**Run 1: track usage over the die**

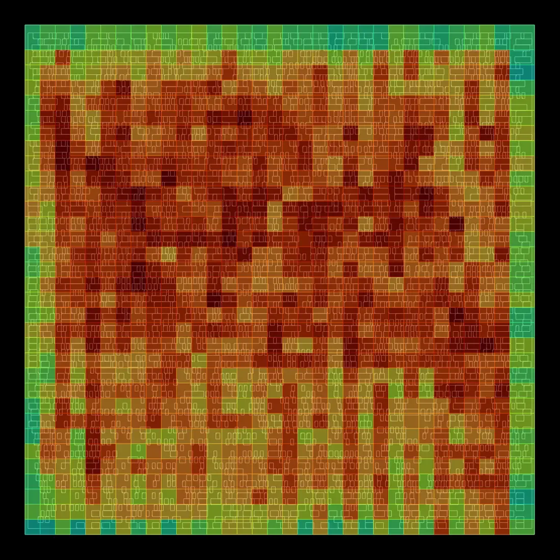
**Run 1: placement by cell class**

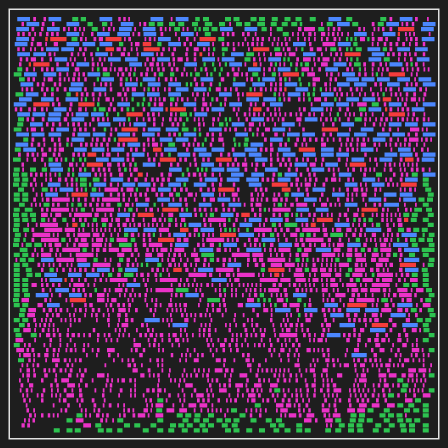
**Run 1: routed clock nets over the placement**

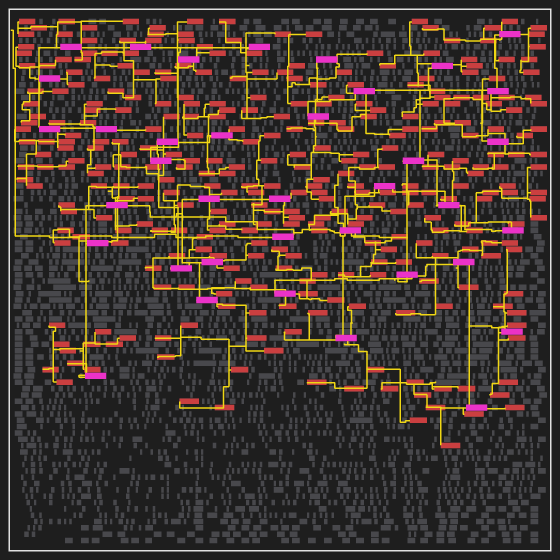
$ cat src/rtl/branch_pc_unit.sv
// Branch resolution and next-PC selection with registered NZCV flags and a
// circular return-address stack that predicts BR X30 targets.
module branch_pc_unit #(
    parameter int unsigned       ADDR_W    = 64,
    parameter int unsigned       RAS_DEPTH = 4,
    parameter logic [ADDR_W-1:0] RESET_PC  = '0
) (
    input  logic                        clk,
    input  logic                        reset,
    input  logic                        stall,
    input  logic                        take_branch,
    input  logic                        reg_branch,
    input  logic [1:0]                  br_kind,
    input  logic [3:0]                  cond,
    input  logic                        is_link,
    input  logic                        is_ret,
    input  logic [ADDR_W-1:0]           se_imm,
    input  logic [ADDR_W-1:0]           reg_data,
    input  logic                        alu_zero,
    input  logic [3:0]                  alu_flags,
    input  logic                        flag_write,
    output logic [ADDR_W-1:0]           pc,
    output logic [ADDR_W-1:0]           link_addr,
    output logic                        branch_taken,
    output logic [3:0]                  flags_q,
    output logic [$clog2(RAS_DEPTH):0]  ras_count,
    output logic                        ras_underflow
);

    localparam int unsigned       PTR_W      = $clog2(RAS_DEPTH);
    localparam int unsigned       CNT_W      = PTR_W + 1;
    localparam logic [ADDR_W-1:0] INSN_BYTES = ADDR_W'(4);

    typedef enum logic [1:0] {
        BR_UNCOND = 2'b00,
        BR_CBZ    = 2'b01,
        BR_COND   = 2'b10,
        BR_RSVD   = 2'b11
    } br_kind_e;

    logic [ADDR_W-1:0] pc_q, pc_d;
    logic [3:0]        flags_d;
    logic [ADDR_W-1:0] ras_q [RAS_DEPTH];
    logic [ADDR_W-1:0] ras_d [RAS_DEPTH];
    logic [PTR_W-1:0]  ras_ptr_q, ras_ptr_d;     // next free slot; top is ras_ptr_q-1
    logic [CNT_W-1:0]  ras_count_q, ras_count_d;

    br_kind_e          kind;
    logic              ras_empty;
    logic              ras_full;
    logic              push;
    logic              pop_req;
    logic              pop;
    logic [ADDR_W-1:0] ras_top;
    logic [ADDR_W-1:0] rel_target;
    logic [ADDR_W-1:0] reg_target;

    // Odd condition codes invert the predicate of the even code below them;
    // 111x means "always" regardless of the low bit.
    function automatic logic cond_holds(input logic [3:0] code, input logic [3:0] nzcv);
        logic n, z, c, v, base;
        {n, z, c, v} = nzcv;
        case (code[3:1])
            3'd0:    base = z;
            3'd1:    base = c;
            3'd2:    base = n;
            3'd3:    base = v;
            3'd4:    base = c & ~z;
            3'd5:    base = (n == v);
            3'd6:    base = ~z & (n == v);
            default: base = 1'b1;
        endcase
        return (code[3:1] == 3'd7) ? 1'b1 : (base ^ code[0]);
    endfunction

    always_comb begin : resolve
        kind         = br_kind_e'(br_kind);
        branch_taken = 1'b0;
        if (take_branch) begin
            case (kind)
                BR_UNCOND: branch_taken = 1'b1;
                BR_CBZ:    branch_taken = alu_zero;
                BR_COND:   branch_taken = cond_holds(cond, flags_q);
                default:   branch_taken = 1'b0;
            endcase
        end
    end

    assign link_addr  = pc_q + INSN_BYTES;
    assign rel_target = pc_q + (se_imm << 2);

    assign ras_empty  = (ras_count_q == '0);
    assign ras_full   = (ras_count_q == CNT_W'(RAS_DEPTH));
    assign ras_top    = ras_q[ras_ptr_q - PTR_W'(1)];
    assign reg_target = (is_ret && !ras_empty) ? ras_top : reg_data;

    // A link on the same instruction wins over a return: push only.
    assign push          = branch_taken & is_link & ~stall;
    assign pop_req       = branch_taken & reg_branch & is_ret & ~is_link & ~stall;
    assign pop           = pop_req & ~ras_empty;
    assign ras_underflow = pop_req & ras_empty;

    always_comb begin : next_state
        // NOTE: every variable gets its hold value first, so no path can leave
        // one unassigned and infer a latch.
        pc_d        = pc_q;
        flags_d     = flags_q;
        ras_d       = ras_q;
        ras_ptr_d   = ras_ptr_q;
        ras_count_d = ras_count_q;

        if (!stall) begin
            if (branch_taken && reg_branch) begin
                pc_d = reg_target;
            end else if (branch_taken) begin
                pc_d = rel_target;
            end else begin
                pc_d = link_addr;
            end

            if (flag_write) begin
                flags_d = alu_flags;
            end

            // When full, the write slot is the oldest entry, so the push
            // overwrites it and the count saturates.
            if (push) begin
                ras_d[ras_ptr_q] = link_addr;
                ras_ptr_d        = ras_ptr_q + PTR_W'(1);
                if (!ras_full) begin
                    ras_count_d = ras_count_q + CNT_W'(1);
                end
            end else if (pop) begin
                ras_ptr_d   = ras_ptr_q - PTR_W'(1);
                ras_count_d = ras_count_q - CNT_W'(1);
            end
        end
    end

    always_ff @(posedge clk) begin
        // NOTE: state is updated with non-blocking assignments so every flop
        // samples the pre-edge values regardless of statement order.
        if (reset) begin
            pc_q        <= RESET_PC;
            flags_q     <= '0;
            ras_ptr_q   <= '0;
            ras_count_q <= '0;
            // NOTE: the stack entries are cleared on reset as well, so a
            // freshly reset unit never exposes stale return addresses.
            for (int i = 0; i < int'(RAS_DEPTH); i++) begin
                ras_q[i] <= '0;
            end
        end else begin
            pc_q        <= pc_d;
            flags_q     <= flags_d;
            ras_ptr_q   <= ras_ptr_d;
            ras_count_q <= ras_count_d;
            ras_q       <= ras_d;
        end
    end

    assign pc        = pc_q;
    assign ras_count = ras_count_q;

endmodule

$ cat config.mk
export PLATFORM = sky130hd
export DESIGN_NAME = branch_pc_unit
export DESIGN_NICKNAME = d
export VERILOG_FILES = /design/src/rtl/branch_pc_unit.sv
export SDC_FILE = /design/constraint.sdc
export NUM_CORES = 1
export LEC_CHECK = 0
export ABC_AREA = 1
export CAP_MARGIN = 20
export CELL_PAD_IN_SITES_DETAIL_PLACEMENT = 1
export CELL_PAD_IN_SITES_GLOBAL_PLACEMENT = 1
export CORE_UTILIZATION = 40
export CTS_BUF_LIST = sky130_fd_sc_hd__clkbuf_8 sky130_fd_sc_hd__clkbuf_16
export DETAILED_ROUTE_END_ITERATION = 8
export GPL_TIMING_DRIVEN = 0
export PLACE_DENSITY_LB_ADDON = 0.1
export RECOVER_POWER = 100
export SLEW_MARGIN = 10
export SYNTH_ARGS = -nofsm -noshare
export SYNTH_HDL_FRONTEND = slang
export SYNTH_SLANG_ARGS = --single-unit
$ cat constraint.sdc
create_clock -name clk -period 4 [get_ports clk]
set_clock_uncertainty 0.2 [all_clocks]
set_input_delay 0.8 -clock clk [delete_from_list [all_inputs] [get_ports clk]]
set_output_delay 0.8 -clock clk [all_outputs]
set_load 0.01 [all_outputs]
==> results.toml, run 1 <==
# physical design summary
[status]
outcome = "finished, violations left"
violated_checks = "setup timing"

[final_layout]
layout.cells.non_filler = 4362
largest_register = "ras_q"
inv_count = 315
final.signal_buffer_count = 519
top_area_cell_class = "combinational gates"
nClkBuffers = 48
combAreaFraction_pct = 49.0
logic_gate_count = 2451
layout.nonclk_buf_share_pct = 15.2

[floorplanning]
die_y_um = 232
fp_util_pct = 40.9

[global_routing]
grt_antenna_before_repair = 3

[run]
warnings = 33

[detailed_routing]
drc = 0

[power_and_ir_drop]
pwr-share-comb_pct = 26.2
power.switching_mw = 3.43
largestPowerGroup = "the clock network"
pwr-share-seq_pct = 36.6
power.density_mw_per_mm2 = 347
leakage_nw = 10.9

[sta]
report.final.setup_viol = 7
hold-worst-slack_ns = 0.250
achievable-frequency_mhz = 243
max_slew.worst_pin.slew_ns = 1.12
setup_ws_ns = -0.112
final_hold_viol_count = 0
fin_crit_ns = 4.11
slew_violations = 0

[synthesis]
yosys.area_share.aoi_pct = 26.7
synthXorXnorAreaFrac_pct = 3.78
synthesis.area_mm2 = 0.0212
synthMuxAreaShare_pct = 0
top_cells_by_area = "dfxtp_1, nand2_1, a21oi_1"
yosys.stat.chipArea_mm2 = 0.0212
synth.yosys.num_cells = 3272

[critical_path]
critical-path-max-stage-delay_ns = 0.51
setup.worst_path.class = "register to primary output"
cp_cell_sequence = "clkinvlp_4, buf_4, nor3_4, nand2_1, nor2_4, nand3_4, xor2_4, inv_1, clkdlybuf4s50_1"

[clock_tree]
tritoncts.num_buffers = 37
cts-hold-fix-buffers = 0
cts.root.buffer_cell = "clkbuf_16"

[placement]
placedCellCount = 4232
-- 'track usage over the die' (at the start) --
Routed wire per std cell: 29.3 µm
met1 Resource Use GR: 59.0%

-- 'placement by cell class' (at the start) --
color	class	cells
red	clock drivers and dummy loads	66
blue	flip-flops	329
green	other buffers and delay cells	519
magenta	all other logic	2766
fraction of area in registers: 24.0%
number of cell rows: 83
cell area after layout: 0.0279 mm²

-- 'routed clock nets over the placement' (at the start) --
[yellow] clock wires | length: 4950 µm
[red] flip-flops | count: 329
[magenta] cells driving clock nets | count: 37
routed clock nets	38
power share of the clock group: 37.3%
power consumed by the clock network: 3.60 mW
Late-Pin Clk Latency: 0.57 ns

==> run 1: routing by layer <==
layer	GRT usage [%]	part of all wire (%)	vias up
met2	66.8	42	2037
met4	31.7	7.8	0
met1	59.0	39	13300
li1	-	-	11700
met3	8.51	11	514
met5	0	0	-
==> run 1: repair_timing <==
item                       CTS  global route
pin swaps                   25            36
cloned                       0             0
buffers inserted            30            34
setup endpoints to repair  122            76
resized                    216            92
==> run 1: cells in the final DEF (no fill, tap or decap), drive strengths merged, types with 38 or more instances in the layout <==
cell type	n
nand2	684
a21oi	454
o21ai	453
nor2	352
dfxtp	329
inv	321
clkdlybuf4s50	256
clkbuf	161
buf	128
nand3	122
ha	66
xor2	64
o211ai	50
nor3	38
==> run 1: stage by stage <==
| step | setup slack [ns] | setup TNS (ns) | utilization (%) | area, µm² |
|---|---|---|---|---|
| after global placement | -1.15 | -49.09 | 47.9 | 24800 |
| after floorplan | 0.822 | 0 | - | 21200 |
| after CTS | -0.0980 | -0.406 | 52.6 | 27200 |
| after detailed placement | -1.33 | -57.64 | 47.9 | 24800 |
| after global routing | -0.131 | -0.604 | 53.8 | 27900 |
| final | -0.112 | -0.525 | 53.8 | 27900 |
==> run 1: final timing paths <==
kind / start / end / slack, ns / depth (start not counted)
worst max-delay path: pc[26] / link_addr[40] / -0.11 / 9
worst min-delay path: ras_q[8] / ras_q[8] / 0.25 / 2
worst max register to register: pc[2] / pc[62] / 0.06 / 16
worst min register to register: ras_q[8] / ras_q[8] / 0.25 / 2
==> run 1: worst reg2reg max path: cells and delay by family, from the launching register on <==
kind / cells / cell delay, ns
AND-OR/OR-AND: 3 / 1.11
buffers and inverters: 3 / 0.38
AND/OR/NAND/NOR: 8 / 1.19
adder cells (fa/ha/maj): 2 / 0.62
flip-flops: 1 / 0.38
==> inputs of run 2 (changes only) <==
Settings changed: CAP_MARGIN 20 to unset.
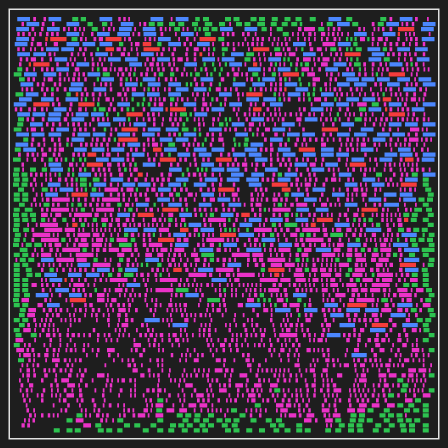
**Above:** run 2 (placement by cell class).
color	class	cells
blue	flip-flops	329
green	other buffers and delay cells	519
red	clock drivers and dummy loads	66
magenta	all other logic	2766
core footprint: 0.0518 mm²
share of the core filled with cells: 53.8%

==> results.toml, run 2 <==
# physical design summary
[status]
outcome = "finished, violations left"
violated_checks = "setup timing"

[final_layout]
stdcell_area_mm2 = 0.0279
layout.cells.non_filler = 4362
inv_count = 315
final_cell_mix = "nand2_1, a21oi_1, o21ai_0"
combAreaFraction_pct = 49.0
largest_register = "ras_q"
area.share.sequential_pct = 24.0
most_common_logic_cell_in_the_routed_design = "nand2_1"
layout.nonclk_buf_share_pct = 15.2
top_area_cell_class = "combinational gates"
drive_gt1_share_pct = 11.7
nClkBuffers = 48
logic_gate_count = 2451
antennaDiodeCount = 2
final.signal_buffer_count = 519

[critical_path]
cp_cell_sequence = "clkinvlp_4, buf_4, nor3_4, nand2_1, nor2_4, nand3_4, xor2_4, inv_1, clkdlybuf4s50_1"
worstSetupEndpoint = "link_addr[40]"
ff2ff_setup_slack_ns = 0.06
critical_path_arrival_ns = 3.11
timing.reg2reg.worst_path_depth = 16
timing.critical_path.from = "pc[26]"
critical_path.reg2reg.endpoint = "pc[62]"
critical-path-max-stage-delay_ns = 0.51
setup.worst_path.class = "register to primary output"

[sta]
max_slew.worst_pin.slew_ns = 1.12
fin_crit_ns = 4.11
setup_tns_after_final_layout_ns = -0.525
setup_ws_ns = -0.112
hold-worst-slack_ns = 0.250
slew_violations = 0
report.final.setup_viol = 7
final_hold_viol_count = 0
maxSlewHeadroom_pct = 25.3
achievable-frequency_mhz = 243

[clock_tree]
clock_tree.htree_level_count = 2
tritoncts.num_buffers = 37
cts.root.buffer_cell = "clkbuf_16"
insertion_delay_ns = 0.57

[power_and_ir_drop]
leakage_nw = 10.9
power.density_mw_per_mm2 = 347

[global_routing]
grt_antenna_before_repair = 3
globalRouteTotalUtil_pct = 45.2

[synthesis]
yosys.stat.chipArea_mm2 = 0.0212
edf_count = 0
ys_warn_count = 0
syn_nets = 3487
ys.flop_type = "dfxtp_1"
synthesis.area_mm2 = 0.0212
synth.yosys.num_cells = 3272
synthCells = 3272
top_cells_by_area = "dfxtp_1, nand2_1, a21oi_1"

[floorplanning]
die_y_um = 232
placementRows = 83

[placement]
placedCellCount = 4232
finalWeightedCongestion = 0.999
place_area_mm2 = 0.0248
pre_cts_ws_ns = -1.33

[detailed_routing]
routedWlPerCell_um = 29.3
drc = 0

[run]
warnings = 33
-- run 2: worst max-delay path, delay by kind of cell (launching register included) --
kind                      cells  cell delay, ns
and+or+nand+nor               4            0.69
buffers and inverters         4            1.14
DFF                           1            0.39
xor gates and xnor gates      1            0.31
-- run 2: per-layer routing --
metal / part of all wire, % / up-vias / GRT usage (%)
li1: - / 11700 / -
met1: 39 / 13300 / 59.0
met2: 42 / 2037 / 66.8
met3: 11 / 514 / 8.51
met4: 7.8 / 0 / 31.7
met5: 0 / - / 0
-- run 2: where the power goes --
group / switching, mW / internal [mW] / leakage, nW
Combinational: 1.68 / 0.857 / 7.58
Sequential: 0.180 / 3.36 / 2.69
Clock: 1.57 / 2.03 / 0.629
-- run 2: how the worst min path moves through the flow --
stage	startpoint	to	slack, ns	depth (start not counted)
finish	ras_q[8]	ras_q[8]	0.25	2
global route	ras_q[8]	ras_q[8]	0.27	2
CTS	ras_q[21]	ras_q[21]	0.25	2
detailed placement	ras_q[21]	ras_q[21]	0.24	2
global placement	ras_q[21]	ras_q[21]	0.24	2
floorplan	ras_q[12]	ras_q[12]	0.22	2
-- run 2: cell families (layout without fill, tap and decap cells) --
| family | after synthesis | in the layout | synth area share, % |
|---|---|---|---|
| fa+ha+maj | 68 | 68 | 4.09 |
| xor+xnor | 84 | 84 | 3.78 |
| compound gates | 1054 | 1054 | 26.7 |
| other cells | 0 | 2 | 0 |
| flops | 329 | 329 | 31.1 |
| simple gates | 1245 | 1245 | 24.8 |
| buf+inv | 492 | 900 | 9.50 |
-- run 2: what timing repair did --
action                                 CTS  global route
endpoints found under the hold margin    0             0
setup buffers                           30            34
gates resized                          216            92
setup endpoints to repair              122            76
hold buffers                             0             0
pin swaps                               25            36
No activity file was given, so power comes from the tool's default toggle rates.
